==> images/clock_wires.png <==
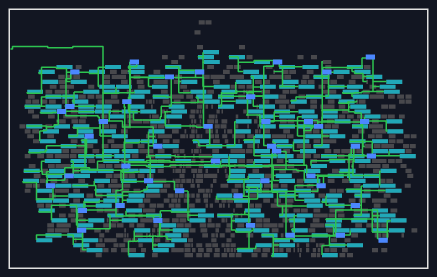
==> images/congestion_map.png <==
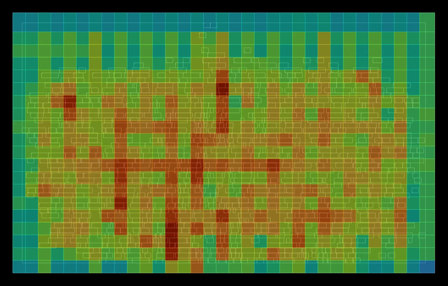
==> images/sizing.png <==
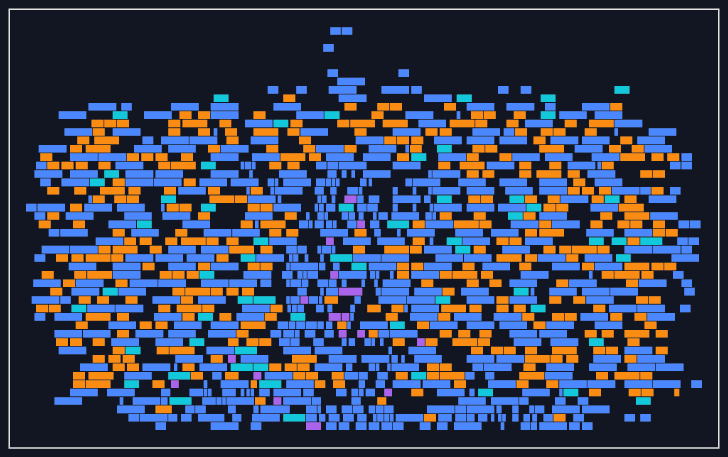
==> images/m3.png <==
Cells faint in the background.
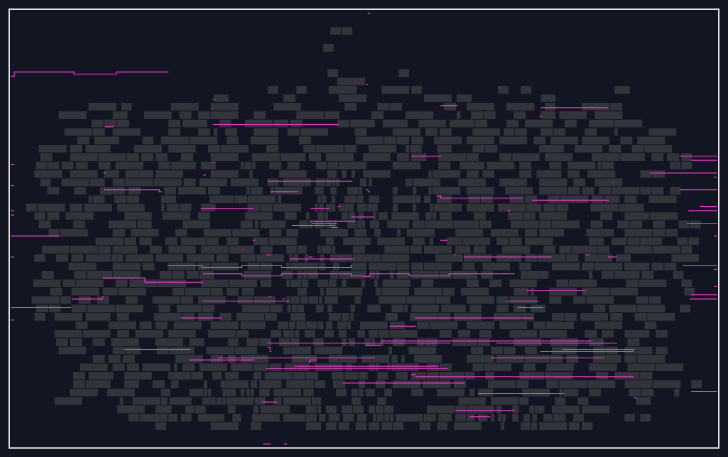
==> images/gates.png <==
Bar = 50 µm.
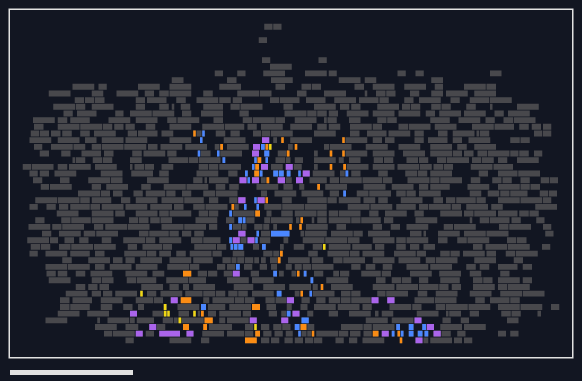
File: src/rtl/serial_audio_pkg.sv
// Shared types and helpers for the stereo frame assembler: pairing states,
// the orphan counter ceiling and the round-half-up / saturate function.
package serial_audio_pkg;

    localparam int unsigned SAMPLE_W   = 32;
    localparam logic [7:0]  ORPHAN_MAX = 8'hFF;

    typedef enum logic {
        WAIT_LEFT  = 1'b0,
        WAIT_RIGHT = 1'b1
    } frame_state_t;

    // Round an MSB-aligned 32-bit sample to 'width' bits (result right-aligned).
    // Only positive inputs can carry into bit 31, so only they saturate.
    function automatic logic [SAMPLE_W-1:0] round_sat(input logic [SAMPLE_W-1:0] sample,
                                                      input int unsigned         width);
        logic [SAMPLE_W:0]   sum;
        logic [SAMPLE_W-1:0] res;
        int unsigned         shift;
        shift = SAMPLE_W - width;
        if (shift == 0) return sample;
        sum = {sample[SAMPLE_W-1], sample} + ((SAMPLE_W+1)'(1) << (shift - 1));
        res = sum[SAMPLE_W-1:0] >> shift;
        if (!sample[SAMPLE_W-1] && sum[SAMPLE_W-1])
            res = (SAMPLE_W'(1) << (width - 1)) - SAMPLE_W'(1);
        return res;
    endfunction

endpackage

File: src/rtl/stereo_frame_assembler_if.sv
// Sample-in / frame-out handshake bundle of the stereo frame assembler.
// The slave modport is the assembler side, master is its environment.
interface stereo_frame_assembler_if #(
    parameter int unsigned OUT_WIDTH  = 24,
    parameter int unsigned FIFO_DEPTH = 4
);
    localparam int unsigned LEVEL_W = $clog2(FIFO_DEPTH) + 1;

    logic                 i_valid;
    logic                 i_ready;
    logic                 i_is_left;
    logic [31:0]          i_audio;
    logic                 o_valid;
    logic                 o_ready;
    logic [OUT_WIDTH-1:0] o_left;
    logic [OUT_WIDTH-1:0] o_right;
    logic [LEVEL_W-1:0]   o_level;
    logic [7:0]           o_orphan_count;

    modport slave (
        input  i_valid, i_is_left, i_audio, o_ready,
        output i_ready, o_valid, o_left, o_right, o_level, o_orphan_count
    );

    modport master (
        output i_valid, i_is_left, i_audio, o_ready,
        input  i_ready, o_valid, o_left, o_right, o_level, o_orphan_count
    );

endinterface

File: src/rtl/audio_frame_fifo.sv
// Synchronous frame FIFO with a registered head word and registered
// full/empty/level flags; pointers carry one wrap bit.
module audio_frame_fifo #(
    parameter int unsigned WIDTH = 48,
    parameter int unsigned DEPTH = 4
) (
    input  logic                     sclk,
    input  logic                     reset_n,
    input  logic                     push_i,
    input  logic [WIDTH-1:0]         data_i,
    input  logic                     pop_i,
    output logic                     full_o,
    output logic                     empty_o,
    output logic [$clog2(DEPTH):0]   level_o,
    output logic [WIDTH-1:0]         head_o
);
    localparam int unsigned AW = $clog2(DEPTH);
    localparam int unsigned PW = AW + 1;

    logic [WIDTH-1:0] mem_q [DEPTH];
    logic [PW-1:0]    wr_q, wr_d, rd_q, rd_d, level_q, level_d, remain;
    logic [WIDTH-1:0] head_q, head_d;
    logic             full_q, empty_q, do_push, do_pop;

    assign do_push = push_i && !full_q;
    assign do_pop  = pop_i && !empty_q;

    // Next pointers and the word that becomes the head after this edge.
    always_comb begin
        wr_d    = wr_q + PW'(do_push);
        rd_d    = rd_q + PW'(do_pop);
        level_d = wr_d - rd_d;
        remain  = level_q - PW'(do_pop);
        head_d  = head_q;
        if (remain != '0)
            head_d = mem_q[rd_d[AW-1:0]];
        else if (do_push)
            head_d = data_i;
    end

    always_ff @(posedge sclk or negedge reset_n) begin
        if (!reset_n) begin
            for (int i = 0; i < int'(DEPTH); i++) mem_q[i] <= '0;
            wr_q    <= '0;
            rd_q    <= '0;
            level_q <= '0;
            head_q  <= '0;
            full_q  <= 1'b0;
            empty_q <= 1'b1;
        end else begin
            if (do_push) mem_q[wr_q[AW-1:0]] <= data_i;
            wr_q    <= wr_d;
            rd_q    <= rd_d;
            level_q <= level_d;
            head_q  <= head_d;
            full_q  <= (level_d == PW'(DEPTH));
            empty_q <= (level_d == '0);
        end
    end

    assign full_o  = full_q;
    assign empty_o = empty_q;
    assign level_o = level_q;
    assign head_o  = head_q;

endmodule

File: src/rtl/stereo_frame_assembler.sv
// Pairs a left sample with the following right sample, rounds/saturates both
// to OUT_WIDTH and queues the stereo frame; out-of-order samples are counted.
module stereo_frame_assembler
    import serial_audio_pkg::*;
#(
    parameter int unsigned OUT_WIDTH  = 24,
    parameter int unsigned FIFO_DEPTH = 4
) (
    input  logic                     sclk,
    input  logic                     reset_n,
    stereo_frame_assembler_if.slave  bus
);
    localparam int unsigned FW = 2 * OUT_WIDTH;

    frame_state_t           state_q, state_d;
    logic [OUT_WIDTH-1:0]   hold_q, hold_d, rounded;
    logic [7:0]             orphan_q, orphan_d;
    logic                   orphan_hit, accept, push, pop;
    logic                   fifo_full, fifo_empty;
    logic [FW-1:0]          fifo_head;
    logic [$clog2(FIFO_DEPTH):0] fifo_level;

    assign rounded = OUT_WIDTH'(round_sat(bus.i_audio, OUT_WIDTH));

    // Ready depends on registered state only, so a same-cycle pop cannot raise it.
    assign bus.i_ready = (state_q == WAIT_LEFT) || !fifo_full;
    assign accept      = bus.i_valid && bus.i_ready;
    assign push        = accept && !bus.i_is_left && (state_q == WAIT_RIGHT);
    assign pop         = bus.o_ready && !fifo_empty;

    always_comb begin
        state_d    = state_q;
        hold_d     = hold_q;
        orphan_hit = 1'b0;
        if (accept) begin
            case (state_q)
                WAIT_LEFT: begin
                    if (bus.i_is_left) begin
                        hold_d  = rounded;
                        state_d = WAIT_RIGHT;
                    end else begin
                        orphan_hit = 1'b1;
                    end
                end
                WAIT_RIGHT: begin
                    if (bus.i_is_left) begin
                        hold_d     = rounded;
                        orphan_hit = 1'b1;
                    end else begin
                        state_d = WAIT_LEFT;
                    end
                end
                default: state_d = WAIT_LEFT;
            endcase
        end
        orphan_d = (orphan_hit && (orphan_q != ORPHAN_MAX)) ? orphan_q + 8'd1 : orphan_q;
    end

    always_ff @(posedge sclk or negedge reset_n) begin
        if (!reset_n) begin
            state_q  <= WAIT_LEFT;
            hold_q   <= '0;
            orphan_q <= '0;
        end else begin
            state_q  <= state_d;
            hold_q   <= hold_d;
            orphan_q <= orphan_d;
        end
    end

    audio_frame_fifo #(
        .WIDTH (FW),
        .DEPTH (FIFO_DEPTH)
    ) u_fifo (
        .sclk    (sclk),
        .reset_n (reset_n),
        .push_i  (push),
        .data_i  ({hold_q, rounded}),
        .pop_i   (pop),
        .full_o  (fifo_full),
        .empty_o (fifo_empty),
        .level_o (fifo_level),
        .head_o  (fifo_head)
    );

    assign bus.o_valid        = !fifo_empty;
    assign bus.o_left         = fifo_head[FW-1:OUT_WIDTH];
    assign bus.o_right        = fifo_head[OUT_WIDTH-1:0];
    assign bus.o_level        = fifo_level;
    assign bus.o_orphan_count = orphan_q;

endmodule
File: src/flat_wrapper.sv
// flat-port wrapper written by rule: the top's interface ports become plain ports
module stereo_frame_assembler_flat import serial_audio_pkg::*;
#(
    parameter int unsigned OUT_WIDTH  = 24,
    parameter int unsigned FIFO_DEPTH = 4
)
  (sclk, reset_n, bus_i_valid, bus_i_is_left, bus_i_audio, bus_o_ready, bus_i_ready, bus_o_valid, bus_o_left, bus_o_right, bus_o_level, bus_o_orphan_count);
  stereo_frame_assembler_if #(.OUT_WIDTH(OUT_WIDTH), .FIFO_DEPTH(FIFO_DEPTH)) bus_i ();
  input  logic sclk;
  input  logic reset_n;
  input wire logic [$bits(bus_i.i_valid)-1:0] bus_i_valid;
  input wire logic [$bits(bus_i.i_is_left)-1:0] bus_i_is_left;
  input wire logic [$bits(bus_i.i_audio)-1:0] bus_i_audio;
  input wire logic [$bits(bus_i.o_ready)-1:0] bus_o_ready;
  output wire logic [$bits(bus_i.i_ready)-1:0] bus_i_ready;
  output wire logic [$bits(bus_i.o_valid)-1:0] bus_o_valid;
  output wire logic [$bits(bus_i.o_left)-1:0] bus_o_left;
  output wire logic [$bits(bus_i.o_right)-1:0] bus_o_right;
  output wire logic [$bits(bus_i.o_level)-1:0] bus_o_level;
  output wire logic [$bits(bus_i.o_orphan_count)-1:0] bus_o_orphan_count;
  assign bus_i.i_valid = bus_i_valid;
  assign bus_i.i_is_left = bus_i_is_left;
  assign bus_i.i_audio = bus_i_audio;
  assign bus_i.o_ready = bus_o_ready;
  assign bus_i_ready = bus_i.i_ready;
  assign bus_o_valid = bus_i.o_valid;
  assign bus_o_left = bus_i.o_left;
  assign bus_o_right = bus_i.o_right;
  assign bus_o_level = bus_i.o_level;
  assign bus_o_orphan_count = bus_i.o_orphan_count;
  stereo_frame_assembler #(.OUT_WIDTH(OUT_WIDTH), .FIFO_DEPTH(FIFO_DEPTH)) u_core (.sclk(sclk), .reset_n(reset_n), .bus(bus_i));
endmodule
File: config.mk
export PLATFORM = sky130hd
export DESIGN_NAME = stereo_frame_assembler_flat
export DESIGN_NICKNAME = d
export VERILOG_FILES = /design/src/rtl/serial_audio_pkg.sv /design/src/rtl/stereo_frame_assembler_if.sv /design/src/rtl/audio_frame_fifo.sv /design/src/rtl/stereo_frame_assembler.sv /design/src/flat_wrapper.sv
export SDC_FILE = /design/constraint.sdc
export NUM_CORES = 1
export LEC_CHECK = 0
export CAP_MARGIN = 20
export CORE_ASPECT_RATIO = 0.6
export CORE_MARGIN = 5
export CORE_UTILIZATION = 45
export CTS_BUF_LIST = sky130_fd_sc_hd__clkbuf_8
export DETAILED_ROUTE_END_ITERATION = 10
export PLACE_DENSITY = 0.72
export RECOVER_POWER = 50
export SYNTH_ARGS = -nofsm -noshare
export SYNTH_HDL_FRONTEND = slang
export SYNTH_HIERARCHICAL = 1
export SYNTH_SLANG_ARGS = --single-unit
export TNS_END_PERCENT = 30
File: constraint.sdc
create_clock -name sclk -period 3.36 [get_ports sclk]
set_clock_uncertainty 0.15 [all_clocks]
set_input_delay 0.504 -clock sclk [delete_from_list [all_inputs] [get_ports sclk]]
set_output_delay 0.504 -clock sclk [all_outputs]
set_load 0.02 [all_outputs]
==> notes.md <==
* 3 — count of inserted antenna diode cells
* bus_i_audio[22] — CP startpoint
* 7924 — number of global-route vias before repair
* flip-flop — Setup crit end kind
* u_core/u_fifo/wr_q[2] — hold path endpoint
* sky130_fd_sc_hd__or4_1 — critical path's slowest cell
* 868 — Yosys Instances
* 6.58 nW — leakage dissipation
* 0.70 ns — delay of the slowest cell on the worst path
* 115 — Repair and plain buffers
* 0.0366 ns — Post-Place Setup Slack
* 0.470 — proportion of cell area occupied by registers
* 90 — Slew Viols, Final
* sky130_fd_sc_hd__dfrtp_1 — cell type with the highest aggregate area in the netlist
* 523 — multi-input logic cell count
* complete, but fails checks — result of the run
* capacitance limit, slew limit — violated checks
* 42 — synth unique cells
* 1 — Max Cap Viol
* 5580 µm² — area of the multi-input gates
Back to the opening pictures, clock_wires.png:
[cyan] flip-flops | count: 284
[blue] clock-net drivers | count: 42
[green] clock wires | length: 3870 µm
routed clock nets: 43
fraction of power consumed by the clock network: 0.181
Worst-Skew Late Latency: 0.55 ns

Back to the opening pictures, congestion_map.png:
Final Util: 0.529
routing usage on met2: 0.277
met1 layer usage reported by global route: 0.275
Routed WL per cell: 21.2 µm

Back to the opening pictures, sizing.png:
[orange] x2 | cells: 353 | share: 36% | most used: mux2_2
[cyan] x6 and larger | cells: 59 | share: 5.9% | most used: clkbuf_8
[blue] x1 and smaller | cells: 564 | share: 57% | most used: dfrtp_1
[purple] x3 and x4 | cells: 17 | share: 1.7% | most used: buf_4
synth-to-layout area growth: 16.7%
worst path setup slack after routing: 0.503 ns

Back to the opening pictures, m3.png:
share of all routed wire: 5.1%
main direction: horizontal
routed wire length: 29100 µm
routed via count: 7610
Global Route met3 Usage: 0.0356

Back to the opening pictures, gates.png:
[orange] nor cells | cells: 41 | most used: nor2_1
[purple] xor and xnor cells | cells: 33 | most used: xnor2_1
[yellow] inv cells | cells: 9 | most used: inv_1
[blue] nand cells | cells: 53 | most used: nand2_1
number of standard cells in the final layout excluding fillers: 1371
leading cell type in the layout, fill and taps excluded: sky130_fd_sc_hd__mux2_2
logic share of the area: 0.369

[per-layer routing]
layer  track usage  vias to the layer above  wire length, µm
met5             0                        -                0
met4        0.0452                        0              557
met3        0.0356                       43             1490
met2         0.277                      162            13100
met1         0.275                     4008            13900
li1              -                     3397                -
[registers in the layout, indices dropped and copies added, names as in the netlist]
name	cells
u_core/u_fifo/mem_q	192
u_core/u_fifo/head_o	48
u_core/hold_q	24
u_core/bus.o_orphan_count	8
u_core/u_fifo/level_o	3
u_core/u_fifo/rd_q	3
u_core/u_fifo/wr_q	3
u_core/state_q	1
u_core/u_fifo/empty_o	1
u_core/u_fifo/full_o	1
[power breakdown]
group	internal [mW]	total, mW	leakage, nW	switching (mW)
clock	1.30	2.58	0.422	1.28
sequential	4.96	5.86	3.53	0.893
combinational	3.53	5.85	2.63	2.32
Power figures rest on the tool's default switching activity, not on a simulated workload.
